**src/rtl/alu_seq_pkg.sv**
```systemverilog
// Shared encodings for the microstep sequencer: FSM states, ALU opcode classes
// and IR field layout (opcode, then ra/rb/rc packed MSB first).
package alu_seq_pkg;

  typedef enum logic [3:0] {
    ST_IDLE = 4'd0,
    ST_T0   = 4'd1,
    ST_T1   = 4'd2,
    ST_T2   = 4'd3,
    ST_T3   = 4'd4,
    ST_T4   = 4'd5,
    ST_T5   = 4'd6,
    ST_T6   = 4'd7
  } state_t;

  localparam logic [4:0] OP_ALU_FIRST = 5'h03;
  localparam logic [4:0] OP_ALU_LAST  = 5'h0E;
  localparam logic [4:0] OP_MUL       = 5'h0F;
  localparam logic [4:0] OP_DIV       = 5'h10;

  // Field index counted from the MSB end of the IR: opcode first, then ra, rb, rc.
  localparam int FLD_OP = 0;
  localparam int FLD_RA = 1;
  localparam int FLD_RB = 2;
  localparam int FLD_RC = 3;

  function automatic int field_lsb(input int data_w, input int op_w, input int reg_w,
                                   input int idx);
    return data_w - op_w - idx * reg_w;
  endfunction

endpackage

```
**src/rtl/alu_seq_ctrl_if.sv**
```systemverilog
// Sequencer <-> datapath control bundle; master is the sequencer side, slave the datapath side.
interface alu_seq_ctrl_if #(
  parameter int DATA_W   = 32,
  parameter int NUM_REGS = 16,
  parameter int OP_W     = 5
);
  logic                start;
  logic [DATA_W-1:0]   ir_in;
  logic                mem_ready;
  logic [NUM_REGS-1:0] R_rd;
  logic [NUM_REGS-1:0] R_wrt;
  logic                PC_out, MDR_out, Zlo_out, Zhi_out;
  logic                PC_rd, MAR_rd, MDR_rd, IR_rd, Y_rd, Zlo_rd, Zhi_rd, HI_rd, LO_rd;
  logic                IncPC, Read;
  logic [OP_W-1:0]     op_sel;
  logic                busy, done, illegal, bus_err;
  logic [3:0]          state_view;

  modport master (
    input  start, ir_in, mem_ready,
    output R_rd, R_wrt, PC_out, MDR_out, Zlo_out, Zhi_out,
           PC_rd, MAR_rd, MDR_rd, IR_rd, Y_rd, Zlo_rd, Zhi_rd, HI_rd, LO_rd,
           IncPC, Read, op_sel, busy, done, illegal, bus_err, state_view
  );

  modport slave (
    output start, ir_in, mem_ready,
    input  R_rd, R_wrt, PC_out, MDR_out, Zlo_out, Zhi_out,
           PC_rd, MAR_rd, MDR_rd, IR_rd, Y_rd, Zlo_rd, Zhi_rd, HI_rd, LO_rd,
           IncPC, Read, op_sel, busy, done, illegal, bus_err, state_view
  );

endinterface

```
**src/rtl/alu_seq_decode.sv**
```systemverilog
// Combinational IR decode: field extraction, opcode legality/MUL-DIV class, one-hot register selects.
// MUL/DIV opcodes are legal only when ALU_MULDIV_EN is defined.
module alu_seq_decode
  import alu_seq_pkg::*;
#(
  parameter int DATA_W   = 32,
  parameter int NUM_REGS = 16,
  parameter int OP_W     = 5
) (
  input  logic [DATA_W-1:0]   ir,
  output logic [OP_W-1:0]     opcode,
  output logic [NUM_REGS-1:0] ra_oh,
  output logic [NUM_REGS-1:0] rb_oh,
  output logic [NUM_REGS-1:0] rc_oh,
  output logic                legal,
  output logic                is_muldiv
);
  localparam int REG_W = $clog2(NUM_REGS);

  logic [REG_W-1:0] ra, rb, rc;
  logic             is_alu;

  assign opcode = OP_W'(ir >> field_lsb(DATA_W, OP_W, REG_W, FLD_OP));
  assign ra     = REG_W'(ir >> field_lsb(DATA_W, OP_W, REG_W, FLD_RA));
  assign rb     = REG_W'(ir >> field_lsb(DATA_W, OP_W, REG_W, FLD_RB));
  assign rc     = REG_W'(ir >> field_lsb(DATA_W, OP_W, REG_W, FLD_RC));

  assign ra_oh = NUM_REGS'(1) << ra;
  assign rb_oh = NUM_REGS'(1) << rb;
  assign rc_oh = NUM_REGS'(1) << rc;

  assign is_alu = (opcode >= OP_W'(OP_ALU_FIRST)) && (opcode <= OP_W'(OP_ALU_LAST));
`ifdef ALU_MULDIV_EN
  assign is_muldiv = (opcode == OP_W'(OP_MUL)) || (opcode == OP_W'(OP_DIV));
`else
  assign is_muldiv = 1'b0;
`endif
  assign legal = is_alu || is_muldiv;

endmodule

```
**src/rtl/alu_seq_ctrl.sv**
```systemverilog
// Microstep sequencer: T0-T2 fetch, T3 operand, T4 ALU, T5(/T6) writeback; strobes decoded from state.
// Done 6 cycles after start (7 with MUL/DIV under ALU_MULDIV_EN) plus T1 memory wait cycles.
module alu_seq_ctrl
  import alu_seq_pkg::*;
#(
  parameter int DATA_W      = 32,
  parameter int NUM_REGS    = 16,
  parameter int OP_W        = 5,
  parameter int MEM_TIMEOUT = 15
) (
  input logic            clk,
  input logic            clr,
  alu_seq_ctrl_if.master io
);
  localparam int CNT_W = (MEM_TIMEOUT > 1) ? $clog2(MEM_TIMEOUT) : 1;
  localparam logic [CNT_W-1:0] LAST_WAIT = CNT_W'((MEM_TIMEOUT > 0) ? MEM_TIMEOUT - 1 : 0);

  state_t              state;
  logic [CNT_W-1:0]    wait_cnt;
  logic                bus_err_q;
  logic [OP_W-1:0]     opcode;
  logic [NUM_REGS-1:0] ra_oh, rb_oh, rc_oh;
  logic                legal, is_muldiv;

  alu_seq_decode #(
    .DATA_W   (DATA_W),
    .NUM_REGS (NUM_REGS),
    .OP_W     (OP_W)
  ) u_decode (
    .ir        (io.ir_in),
    .opcode    (opcode),
    .ra_oh     (ra_oh),
    .rb_oh     (rb_oh),
    .rc_oh     (rc_oh),
    .legal     (legal),
    .is_muldiv (is_muldiv)
  );

  // wait_cnt saturates so PC_rd cannot re-fire on wrap when MEM_TIMEOUT is 0.
  always_ff @(posedge clk) begin
    if (clr) begin
      state     <= ST_IDLE;
      wait_cnt  <= '0;
      bus_err_q <= 1'b0;
    end else begin
      bus_err_q <= 1'b0;
      wait_cnt  <= '0;
      case (state)
        ST_IDLE: if (io.start) state <= ST_T0;
        ST_T0:   state <= ST_T1;
        ST_T1: begin
          if (io.mem_ready) begin
            state <= ST_T2;
          end else if ((MEM_TIMEOUT != 0) && (wait_cnt == LAST_WAIT)) begin
            state     <= ST_IDLE;
            bus_err_q <= 1'b1;
          end else begin
            wait_cnt <= (wait_cnt == '1) ? wait_cnt : wait_cnt + 1'b1;
          end
        end
        ST_T2:   state <= ST_T3;
        ST_T3:   state <= legal ? ST_T4 : ST_IDLE;
        ST_T4:   state <= ST_T5;
        ST_T5: begin
          if (is_muldiv) state <= ST_T6;
          else           state <= io.start ? ST_T0 : ST_IDLE;
        end
        ST_T6:   state <= io.start ? ST_T0 : ST_IDLE;
        default: state <= ST_IDLE;
      endcase
    end
  end

  always_comb begin
    io.R_rd    = '0;
    io.R_wrt   = '0;
    io.op_sel  = '0;
    io.PC_out  = 1'b0;
    io.MDR_out = 1'b0;
    io.Zlo_out = 1'b0;
    io.Zhi_out = 1'b0;
    io.PC_rd   = 1'b0;
    io.MAR_rd  = 1'b0;
    io.MDR_rd  = 1'b0;
    io.IR_rd   = 1'b0;
    io.Y_rd    = 1'b0;
    io.Zlo_rd  = 1'b0;
    io.Zhi_rd  = 1'b0;
    io.HI_rd   = 1'b0;
    io.LO_rd   = 1'b0;
    io.IncPC   = 1'b0;
    io.Read    = 1'b0;
    io.done    = 1'b0;
    io.illegal = 1'b0;
    case (state)
      ST_T0: begin
        io.PC_out = 1'b1;
        io.MAR_rd = 1'b1;
        io.IncPC  = 1'b1;
        io.Zlo_rd = 1'b1;
      end
      ST_T1: begin
        io.Zlo_out = 1'b1;
        io.PC_rd   = (wait_cnt == '0);
        io.Read    = 1'b1;
        io.MDR_rd  = io.mem_ready;
      end
      ST_T2: begin
        io.MDR_out = 1'b1;
        io.IR_rd   = 1'b1;
      end
      // Illegal opcodes drive nothing onto the bus before the trap.
      ST_T3: begin
        if (legal) begin
          io.R_wrt = rb_oh;
          io.Y_rd  = 1'b1;
        end else begin
          io.illegal = 1'b1;
        end
      end
      ST_T4: begin
        io.R_wrt  = rc_oh;
        io.op_sel = opcode;
        io.Zlo_rd = 1'b1;
        io.Zhi_rd = is_muldiv;
      end
      ST_T5: begin
        io.Zlo_out = 1'b1;
        if (is_muldiv) begin
          io.LO_rd = 1'b1;
        end else begin
          io.R_rd = ra_oh;
          io.done = 1'b1;
        end
      end
`ifdef ALU_MULDIV_EN
      ST_T6: begin
        io.Zhi_out = 1'b1;
        io.HI_rd   = 1'b1;
        io.done    = 1'b1;
      end
`endif
      default: ;
    endcase
  end

  assign io.busy       = (state != ST_IDLE);
  assign io.bus_err    = bus_err_q;
  assign io.state_view = state;

endmodule

```
**src/flat_wrapper.sv**
```systemverilog
// flat-port wrapper written by rule: the top's interface ports become plain ports
module alu_seq_ctrl_flat import alu_seq_pkg::*;
#(
  parameter int DATA_W      = 32,
  parameter int NUM_REGS    = 16,
  parameter int OP_W        = 5,
  parameter int MEM_TIMEOUT = 15
)
  (clk, clr, io_start, io_ir_in, io_mem_ready, io_R_rd, io_R_wrt, io_PC_out, io_MDR_out, io_Zlo_out, io_Zhi_out, io_PC_rd, io_MAR_rd, io_MDR_rd, io_IR_rd, io_Y_rd, io_Zlo_rd, io_Zhi_rd, io_HI_rd, io_LO_rd, io_IncPC, io_Read, io_op_sel, io_busy, io_done, io_illegal, io_bus_err, io_state_view);
  alu_seq_ctrl_if #(.DATA_W(DATA_W), .NUM_REGS(NUM_REGS), .OP_W(OP_W)) io_i ();
  input logic clk;
  input logic clr;
  input wire logic [$bits(io_i.start)-1:0] io_start;
  input wire logic [$bits(io_i.ir_in)-1:0] io_ir_in;
  input wire logic [$bits(io_i.mem_ready)-1:0] io_mem_ready;
  output wire logic [$bits(io_i.R_rd)-1:0] io_R_rd;
  output wire logic [$bits(io_i.R_wrt)-1:0] io_R_wrt;
  output wire logic [$bits(io_i.PC_out)-1:0] io_PC_out;
  output wire logic [$bits(io_i.MDR_out)-1:0] io_MDR_out;
  output wire logic [$bits(io_i.Zlo_out)-1:0] io_Zlo_out;
  output wire logic [$bits(io_i.Zhi_out)-1:0] io_Zhi_out;
  output wire logic [$bits(io_i.PC_rd)-1:0] io_PC_rd;
  output wire logic [$bits(io_i.MAR_rd)-1:0] io_MAR_rd;
  output wire logic [$bits(io_i.MDR_rd)-1:0] io_MDR_rd;
  output wire logic [$bits(io_i.IR_rd)-1:0] io_IR_rd;
  output wire logic [$bits(io_i.Y_rd)-1:0] io_Y_rd;
  output wire logic [$bits(io_i.Zlo_rd)-1:0] io_Zlo_rd;
  output wire logic [$bits(io_i.Zhi_rd)-1:0] io_Zhi_rd;
  output wire logic [$bits(io_i.HI_rd)-1:0] io_HI_rd;
  output wire logic [$bits(io_i.LO_rd)-1:0] io_LO_rd;
  output wire logic [$bits(io_i.IncPC)-1:0] io_IncPC;
  output wire logic [$bits(io_i.Read)-1:0] io_Read;
  output wire logic [$bits(io_i.op_sel)-1:0] io_op_sel;
  output wire logic [$bits(io_i.busy)-1:0] io_busy;
  output wire logic [$bits(io_i.done)-1:0] io_done;
  output wire logic [$bits(io_i.illegal)-1:0] io_illegal;
  output wire logic [$bits(io_i.bus_err)-1:0] io_bus_err;
  output wire logic [$bits(io_i.state_view)-1:0] io_state_view;
  assign io_i.start = io_start;
  assign io_i.ir_in = io_ir_in;
  assign io_i.mem_ready = io_mem_ready;
  assign io_R_rd = io_i.R_rd;
  assign io_R_wrt = io_i.R_wrt;
  assign io_PC_out = io_i.PC_out;
  assign io_MDR_out = io_i.MDR_out;
  assign io_Zlo_out = io_i.Zlo_out;
  assign io_Zhi_out = io_i.Zhi_out;
  assign io_PC_rd = io_i.PC_rd;
  assign io_MAR_rd = io_i.MAR_rd;
  assign io_MDR_rd = io_i.MDR_rd;
  assign io_IR_rd = io_i.IR_rd;
  assign io_Y_rd = io_i.Y_rd;
  assign io_Zlo_rd = io_i.Zlo_rd;
  assign io_Zhi_rd = io_i.Zhi_rd;
  assign io_HI_rd = io_i.HI_rd;
  assign io_LO_rd = io_i.LO_rd;
  assign io_IncPC = io_i.IncPC;
  assign io_Read = io_i.Read;
  assign io_op_sel = io_i.op_sel;
  assign io_busy = io_i.busy;
  assign io_done = io_i.done;
  assign io_illegal = io_i.illegal;
  assign io_bus_err = io_i.bus_err;
  assign io_state_view = io_i.state_view;
  alu_seq_ctrl #(.DATA_W(DATA_W), .NUM_REGS(NUM_REGS), .OP_W(OP_W), .MEM_TIMEOUT(MEM_TIMEOUT)) u_core (.clk(clk), .clr(clr), .io(io_i));
endmodule
```
**config.mk**
```make
export PLATFORM = sky130hd
export DESIGN_NAME = alu_seq_ctrl_flat
export DESIGN_NICKNAME = d
export VERILOG_FILES = /design/src/rtl/alu_seq_pkg.sv /design/src/rtl/alu_seq_ctrl_if.sv /design/src/rtl/alu_seq_decode.sv /design/src/rtl/alu_seq_ctrl.sv /design/src/flat_wrapper.sv
export SDC_FILE = /design/constraint.sdc
export NUM_CORES = 1
export LEC_CHECK = 0
export ABC_AREA = 1
export CORE_ASPECT_RATIO = 0.5
export CORE_MARGIN = 2
export CORE_UTILIZATION = 33
export DETAILED_ROUTE_END_ITERATION = 6
export PLACE_DENSITY = 0.89
export SYNTH_ARGS = -nofsm -noshare
export SYNTH_HDL_FRONTEND = slang
export SYNTH_SLANG_ARGS = --single-unit
```
**constraint.sdc**
```tcl
create_clock -name clk -period 3.7 [get_ports clk]
set_clock_uncertainty 0.15 [all_clocks]
set_input_delay 0.37 -clock clk [delete_from_list [all_inputs] [get_ports clk]]
set_output_delay 0.37 -clock clk [all_outputs]
set_load 0.01 [all_outputs]
```
run_1/power_grid.png
Pins as bars on the die edge.
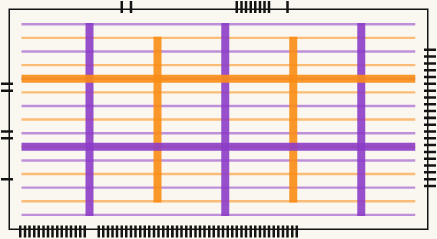
[orange] VDD
[purple] VSS
met4 straps: 5
met1 rails: 15
rows: 14
signal pins: 96

run_1/placement_by_type.png
The bar under the picture is 20 um long.
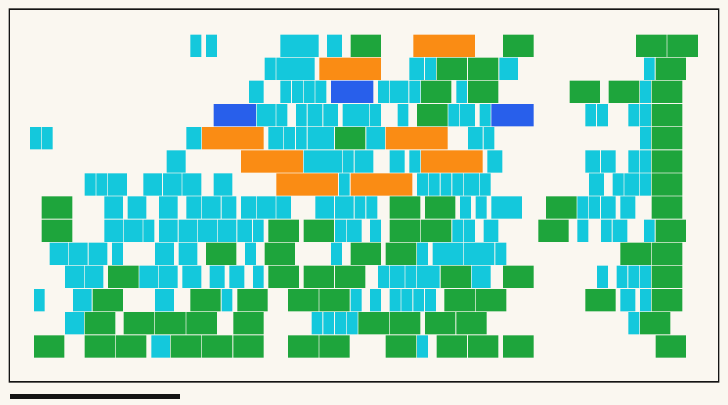
[orange] flops | cells: 8
[green] other buffers and delay cells | cells: 75
[cyan] combinational and other logic | cells: 163
[blue] clock drivers | cells: 3

==> ci_impl_report.md, run 1 <==
## Implementation flow summary

| Metric | Value |
|---|---|
| DR WL/cell | `12.52 um` |
| Net count of the finished layout | `290` |
| Number of placement rows | `14` |
| Fin util | `0.6036` |
| Leading cell types in the layout, fill and taps excluded | `75 x clkdlybuf4s50_1, 34 x nor2_1, 31 x inv_1, 24 x nand3_1` |
| Antenna cells | `0` |
| CP Max Fanout | `18` |
| Number of antenna violations at the first check in global routing | `0` |
| Largest incremental delay on the critical path | `0.58 ns` |
| Vias in the first global route | `between 1000 and 1500` |
| Synth flops | `8` |
| Placed instance count | `286` |
| Number of hold-slack violations in the final timing report | `0` |
| Final period demand of the worst path | `2.725 ns` |
| Cells traversed along the worst timing path | `clkdlybuf4s50_1 > nand2_1 > nor2_1 > nor2_1 > nand3_2 > o22ai_1 > clkdlybuf4s50_1` |
| Met2 wire len | `1949 um` |
| Endpoints failing setup | `0` |
| Pre-antenna DRT Iters | `4` |
| GRT met3 Usage | `0.05333` |
| Gate family responsible for the most delay along the worst path | `buffers and inverters` |
| Result of the run | `finished, final reports clean` |
run_1/wires.png
Two of the layers only.
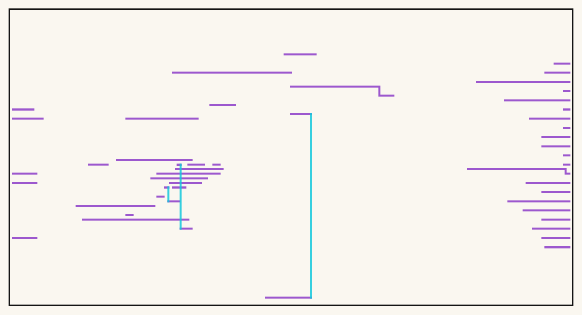
[purple] metal 3 | wire length: 266 um
[cyan] metal 4 | wire length: 38.7 um

run_1/clocks.png
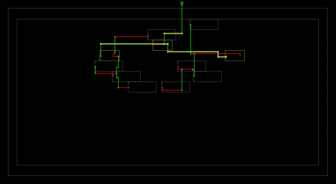
Inserted Clock Buffers: 3
clk sinks: 8

==> run 1: where the power goes <==
group	internal, W	total (W)	leakage, nW	switching [W]
clock	0.0000707	0.000108	0.0216	0.0000369
combinational	0.000111	0.000225	0.632	0.000114
sequential	0.0000946	0.000109	0.0649	0.0000143
==> run 1: cells by family (layout without fill, tap and decap cells) <==
logic type               after synthesis  in the layout  share of synthesized area
AND-OR/OR-AND                         20             20                     0.1182
XOR/XNOR                               2              2                    0.01689
adder cells (fa/ha/maj)                3              3                    0.03619
buffers and inverters                 46            111                     0.2027
flip-flops                             8              8                     0.1544
other                                  1              5                   0.003615
AND/OR/NAND/NOR                      100            100                     0.4680
==> run 1: path summary, 6_finish.rpt <==
| check | end | slack (ns) | startpoint |
|---|---|---|---|
| worst max-delay path | io_R_wrt[2] | 0.97 | io_ir_in[28] |
| worst min-delay path | u_core.wait_cnt[0] | 0.35 | u_core.wait_cnt[0] |
| worst max register to register | u_core.io.state_view[0] | 2.21 | u_core.io.state_view[2] |
| worst min register to register | u_core.wait_cnt[0] | 0.35 | u_core.wait_cnt[0] |
==> run 1: final cells by class <==
cell class	instances	area share
Timing Repair Buffer	75	0.4152
Multi-Input combinational cell	130	0.3772
Sequential cell	8	0.08858
Inverter	33	0.06851
Tap cell	40	0.02768
Clock buffer	3	0.02284
==> run 1: worst reg2reg max path, stage by stage (launching register included) <==
cell     delay (ns)
dfxtp_1        0.39
inv_2          0.10
nor3_2         0.16
nand3_2        0.32
nand2_1        0.14
nand2_1        0.07
nor2_1         0.09
==> run 1: sequential cells by signal, indices dropped and copies added (netlist names) <==
signal / flops
u_core.io.state_view: 3
u_core.io.bus_err: 1
u_core.wait_cnt: 4
run_1/clk_routes.png
The bar under the picture is 20 um long.
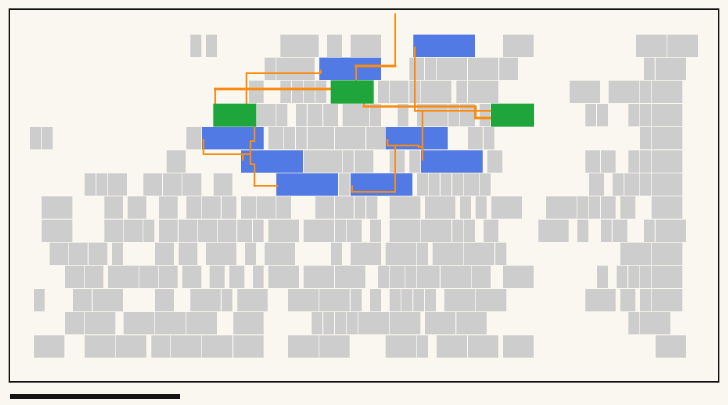

--- run 2 (diff from run 1) ---
--- a/config.mk
+++ b/config.mk
@@ -8,9 +8,9 @@
 export ABC_AREA = 1
 export CORE_ASPECT_RATIO = 0.5
 export CORE_MARGIN = 2
-export CORE_UTILIZATION = 33
+export CORE_UTILIZATION = 28
 export DETAILED_ROUTE_END_ITERATION = 6
-export PLACE_DENSITY = 0.89
+export PLACE_DENSITY = 0.81
 export SYNTH_ARGS = -nofsm -noshare
 export SYNTH_HDL_FRONTEND = slang
 export SYNTH_SLANG_ARGS = --single-unit
==> constraint.sdc (replaced) <==
create_clock -name clk -period 2.5 [get_ports clk]
set_clock_uncertainty 0.15 [all_clocks]
set_input_delay 0.25 -clock clk [delete_from_list [all_inputs] [get_ports clk]]
set_output_delay 0.25 -clock clk [all_outputs]
set_load 0.01 [all_outputs]
run_2/clk_routes.png
The bar under the picture is 20 um long.
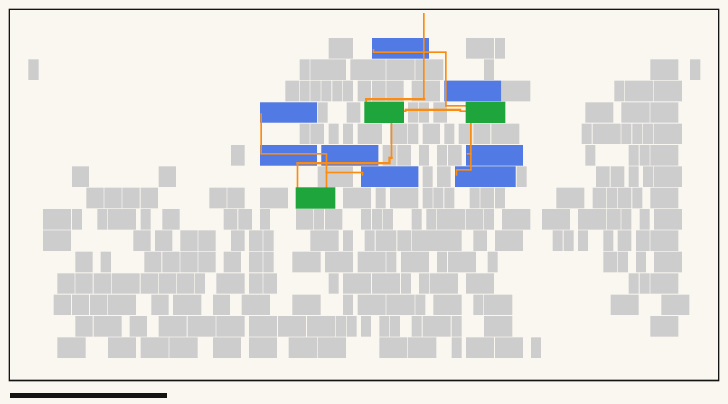
[orange] clock wires | length: 110 um
[green] clock drivers | count: 3
[blue] flip-flops | count: 8
routed clock nets: 4

run_2/power_grid.png
Pins as bars on the die edge.
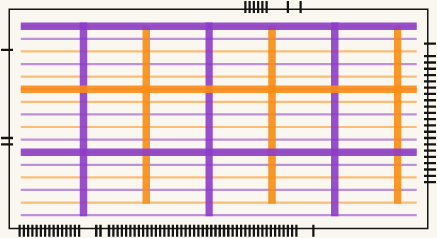
[purple] VSS
[orange] VDD
met1 rails: 16
signal pins: 96
met5 straps: 3
rows: 15

run_2/placement_by_type.png
The bar under the picture is 20 um long.
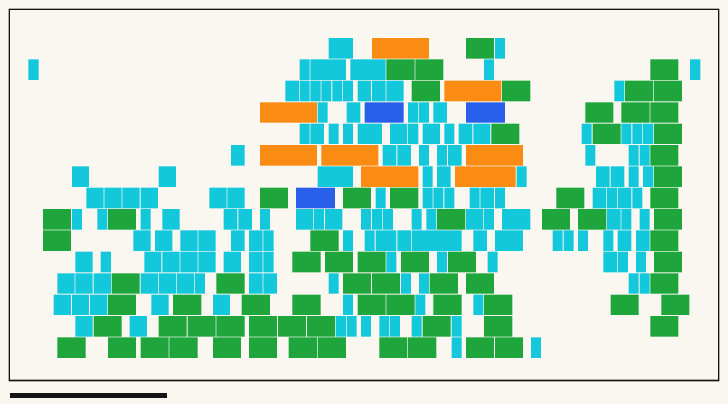
[orange] flops | cells: 8
[cyan] combinational and other logic | cells: 163
[green] other buffers and delay cells | cells: 75
[blue] clock drivers | cells: 3

==> run 2 against run 1 <==
Clock power is 41% higher. Synthesized area unchanged. First-iteration DRC count shrank 23%. Critical path depth unchanged. Sequential power grew about 50%. Non-clock buffer count is the same. Cell area grew 1.2%. Hold slack better by 0.0071 ns. Wire length shrank 1.6%. Power grew 47%.
==> ci_impl_report.md, run 2 <==
## Implementation flow summary

| Metric | Value |
|---|---|
| Synth flops | `8 (unchanged)` |
| Sw Ratio | `0.3689 (was 0.3748)` |
| Antenna cells | `0 (unchanged)` |
| Leading cell types in the layout, fill and taps excluded | `75 x clkdlybuf4s50_1, 34 x nor2_1, 31 x inv_1, 24 x nand3_1 (unchanged)` |
| Number of placement rows | `15 (was 14)` |
| Placed instance count | `297 (was 286)` |
| Sequential share of power | `0.252 (was 0.247)` |
| Share of power burned in combinational logic | `0.513 (was 0.510)` |
| DR WL/cell | `11.86 um (was 12.52 um)` |
| Sum of met3 wire segment lengths after detailed routing | `179 um (was 266 um)` |
| CP Max Fanout | `18 (unchanged)` |
| Power in the clock group | `0.000152 W (was 0.000108 W)` |
| Maximum resistive drop on vdd | `0.1249 mV (was 0.1137 mV)` |
| Fin util | `0.5244 (was 0.6036)` |
| Flip-flop count of the largest register, all copies and words added | `4 (unchanged)` |
| Vias in the first global route | `1165 (was 1284)` |
| Cells after Synth | `180 (unchanged)` |
| Max_cap viols | `0 (unchanged)` |
| Class of the worst hold path | `flip-flop to flip-flop (unchanged)` |
| Switching power of the nets | `0.0002396 W (was 0.0001656 W)` |
| Pre-antenna DRT Iters | `4 (unchanged)` |
| Maximum clock insertion buffer count | `2 (unchanged)` |
| Result of the run | `finished, final reports clean (unchanged)` |
| Number of antenna violations at the first check in global routing | `0 (unchanged)` |
| Top power group | `combinational cells (unchanged)` |
| Clock group share of total power | `0.235 (was 0.244)` |
| Sequential power | `0.000164 W (was 0.000109 W)` |
| Net count of the finished layout | `290 (unchanged)` |
| Area delta synth->final | `76.48% (was 74.31%)` |
| Largest Register | `u_core.wait_cnt (unchanged)` |
| Maximum number of pins on one net before global-route repair | `19 (unchanged)` |
| Clk sinks | `8 (unchanged)` |
| Internal Power | `0.0004099 W (was 0.0002762 W)` |
| Number of hold-slack violations in the final timing report | `0 (unchanged)` |
| Worst path setup slack after routing | `0.04023 ns (was 0.9748 ns)` |
| Final period demand of the worst path | `around 2.5 ns` |
| Inserted Clock Buffers | `3 (unchanged)` |
| GRT met3 Usage | `0.02889 (was 0.05333)` |
| Met2 wire len | `1818 um (was 1949 um)` |
| IO Pins | `96 (unchanged)` |
| Required time reported for the critical path endpoint | `2.10 ns (was 3.18 ns)` |
-- run 2: cell types whose count changed in the layout (fill, tap and decap cells not counted) --
| cell | previous run | this run |
|---|---|---|
| nand3_2 | 1 | 0 |
| dfxtp_2 | 0 | 1 |
| nand3_4 | 0 | 1 |
| dfxtp_1 | 8 | 7 |
-- run 2: path summary, 6_finish.rpt --
kind                                              start                 endpoint  slack [ns]  cells after the start
worst min-delay path                 u_core.wait_cnt[0]       u_core.wait_cnt[0]        0.36                      2
worst max-delay path                       io_ir_in[28]             io_R_wrt[14]        0.04                      7
worst min register to register       u_core.wait_cnt[0]       u_core.wait_cnt[0]        0.36                      2
worst max register to register  u_core.io.state_view[2]  u_core.io.state_view[2]        1.08                      6
-- run 2: cell families after synthesis --
| logic type | after synthesis | share of synthesized area |
|---|---|---|
| compound gates | 20 | 0.1182 |
| xor+xnor | 2 | 0.01689 |
| fa+ha+maj | 3 | 0.03619 |
| buf+inv | 46 | 0.2027 |
| flops | 8 | 0.1544 |
| other cells | 1 | 0.003615 |
| simple gates | 100 | 0.4680 |
-- run 2: layout make-up --
type,count,area (sq um),share of cell area
sequential,8,161.4,0.08817
timing repair buffer,75,750.7,0.4101
inverter,33,123.9,0.06767
multi-input combinational,130,689.4,0.3766
tap,51,63.81,0.03486
clock buffer,3,41.29,0.02256
-- run 2: worst max-delay path: stages --
cell and delay [ns]:
clkdlybuf4s50_1 0.42, nand2_1 0.10, nor2_1 0.05, nor2_1 0.20, nand3_4 0.23, o22ai_1 0.21, clkdlybuf4s50_1 0.59
-- run 2: repair_timing --
item,CTS,global route
endpoints found under the setup margin,2,2
hold buffers,0,0
gates resized,1,1
run_2/clocks.png
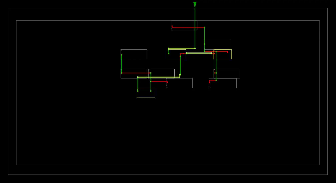

--- run 3 (diff from run 2) ---
--- a/config.mk
+++ b/config.mk
@@ -7,7 +7,6 @@
 export LEC_CHECK = 0
 export ABC_AREA = 1
 export CORE_ASPECT_RATIO = 0.5
-export CORE_MARGIN = 2
 export CORE_UTILIZATION = 28
 export DETAILED_ROUTE_END_ITERATION = 6
 export PLACE_DENSITY = 0.81
run_3/clocks.png
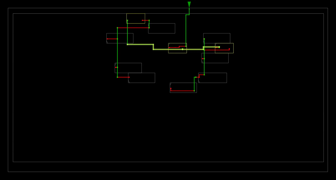
power in the clock group: 0.000153 W
clock latency at the later pin of the worst-skew pair: 0.23 ns
number of sequential cells: 8

run_3/clk_routes.png
The bar under the picture is 20 um long.
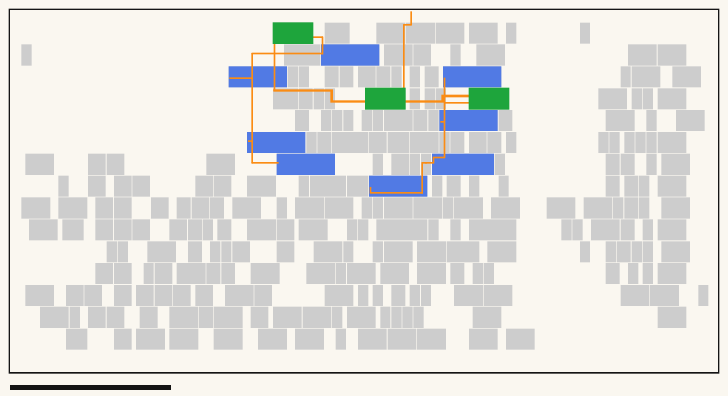
[green] clock drivers | count: 3
[orange] clock wires | length: 116 um
[blue] flip-flops | count: 8
routed clock nets: 4

==> run 3 against run 2 <==
Largest cell class unchanged. Flip-flop count is the same. Wire length fell by 0.22%. Critical path depth unchanged. Cell area is 2.5% higher. Clock power about the same.
==> ci_impl_report.md, run 3 <==
## Implementation flow summary

| Metric | Value |
|---|---|
| Number of antenna violations at the first check in global routing | `0 (unchanged)` |
| Final period demand of the worst path | `2.391 ns (was 2.460 ns)` |
| Maximum resistive drop on vdd | `0.1487 mV (was 0.1249 mV)` |
| Multiplexer share of the synthesized area | `0 (unchanged)` |
| Cells after Synth | `180 (unchanged)` |
| Pre-antenna DRT Iters | `4 (unchanged)` |
| Placed instance count | `299 (was 297)` |
| Max_cap viols | `0 (unchanged)` |
| Worst-case register-to-register setup slack | `0.92 ns (was 1.08 ns)` |
| Leading cell types in the layout, fill and taps excluded | `75 x clkdlybuf4s50_1, 33 x nor2_1, 31 x inv_1, 24 x nand3_1 (was 75 x clkdlybuf4s50_1, 34 x nor2_1, 31 x inv_1, 24 x nand3_1)` |
| Adder share | `0.03619 (unchanged)` |
| AND-OR/OR-AND share of the synthesized area | `0.1182 (unchanged)` |
| Worst path setup slack after routing | `0.1092 ns (was 0.04023 ns)` |
| Result of the run | `finished, final reports clean (unchanged)` |
| Area delta synth->final | `80.94% (was 76.48%)` |
| Flip-flop count of the largest register, all copies and words added | `4 (unchanged)` |
| XOR/XNOR share of the synthesized area | `0.01689 (unchanged)` |
| Class of the worst hold path | `flip-flop to flip-flop (unchanged)` |
| CP Max Fanout | `9 (was 18)` |
| Endpoints failing setup | `0 (unchanged)` |
| Simple-Gate Area Share | `0.4680 (unchanged)` |
| Cell count of the worst reg-to-reg path | `7 (was 6)` |
| Antenna cells | `0 (unchanged)` |
| Worst path most repeated cell | `clkdlybuf4s50_1` |
run_3/placement_by_type.png
The bar under the picture is 20 um long.
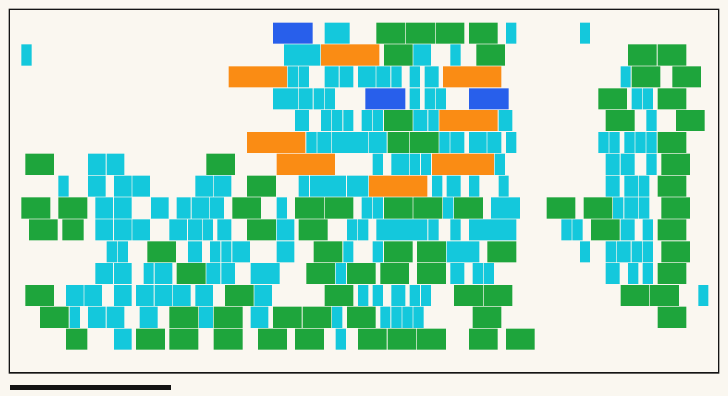
[orange] flops | cells: 8
[green] other buffers and delay cells | cells: 78
[blue] clock drivers | cells: 3
[cyan] combinational and other logic | cells: 164

[run 3: area by class of cell]
type / count / area (sq um) / area share
clock buffers: 3 / 41.29 / 0.02200
flip-flops and latches: 8 / 161.4 / 0.08600
well taps: 51 / 63.81 / 0.03400
multi-input cells: 131 / 713.2 / 0.3800
repair buffers: 78 / 773.2 / 0.4120
inverters: 33 / 123.9 / 0.06600
[run 3: cells by family after synthesis]
family	after synthesis
DFF	8
other	1
AOI/OAI and AO/OA	20
buffers and inverters	46
xor gates and xnor gates	2
and+or+nand+nor	100
adders and majority gates	3
[run 3: layer usage]
layer	routed length [um]	share of wire	track usage
met2	1842	0.52	0.3457
met3	205	0.058	0.03291
met5	0	0	0
met1	1500	0.42	0.1821
met4	3	0.00085	0.02581
[run 3: report_power, final]
group / switching [W] / internal (W)
combinational: 0.000176 / 0.000168
clock: 0.0000490 / 0.000104
sequential: 0.0000251 / 0.000141
total: 0.000250 / 0.000413
[run 3: how the worst max path moves through the flow]
stage / end / start / slack [ns] / cells after the start
floorplan: io_R_rd[0] / u_core.io.state_view[2] / 0.91 / 4
global placement: io_R_wrt[8] / io_ir_in[28] / 0.06 / 7
detailed placement: io_R_wrt[9] / io_ir_in[28] / -0.01 / 7
CTS: io_R_wrt[9] / io_ir_in[28] / 0.07 / 7
global route: io_R_wrt[1] / io_ir_in[22] / 0.02 / 5
finish: io_R_wrt[7] / io_ir_in[28] / 0.11 / 7
[run 3: what timing repair did]
action	CTS	global route
gates cloned	0	1
pin swaps	0	1
resized	1	4
setup endpoints to repair	1	15
setup buffers	0	1
[run 3: stage by stage]
stage	cell area, sq um	hold WS (ns)
global placement	1795	0.3354
floorplan	1052	0.1715
finish	1877	0.3485
global route	1877	0.3754
CTS	1844	0.3523
detailed placement	1795	0.3428
Power figures rest on the tool's default switching activity, not on a simulated workload.
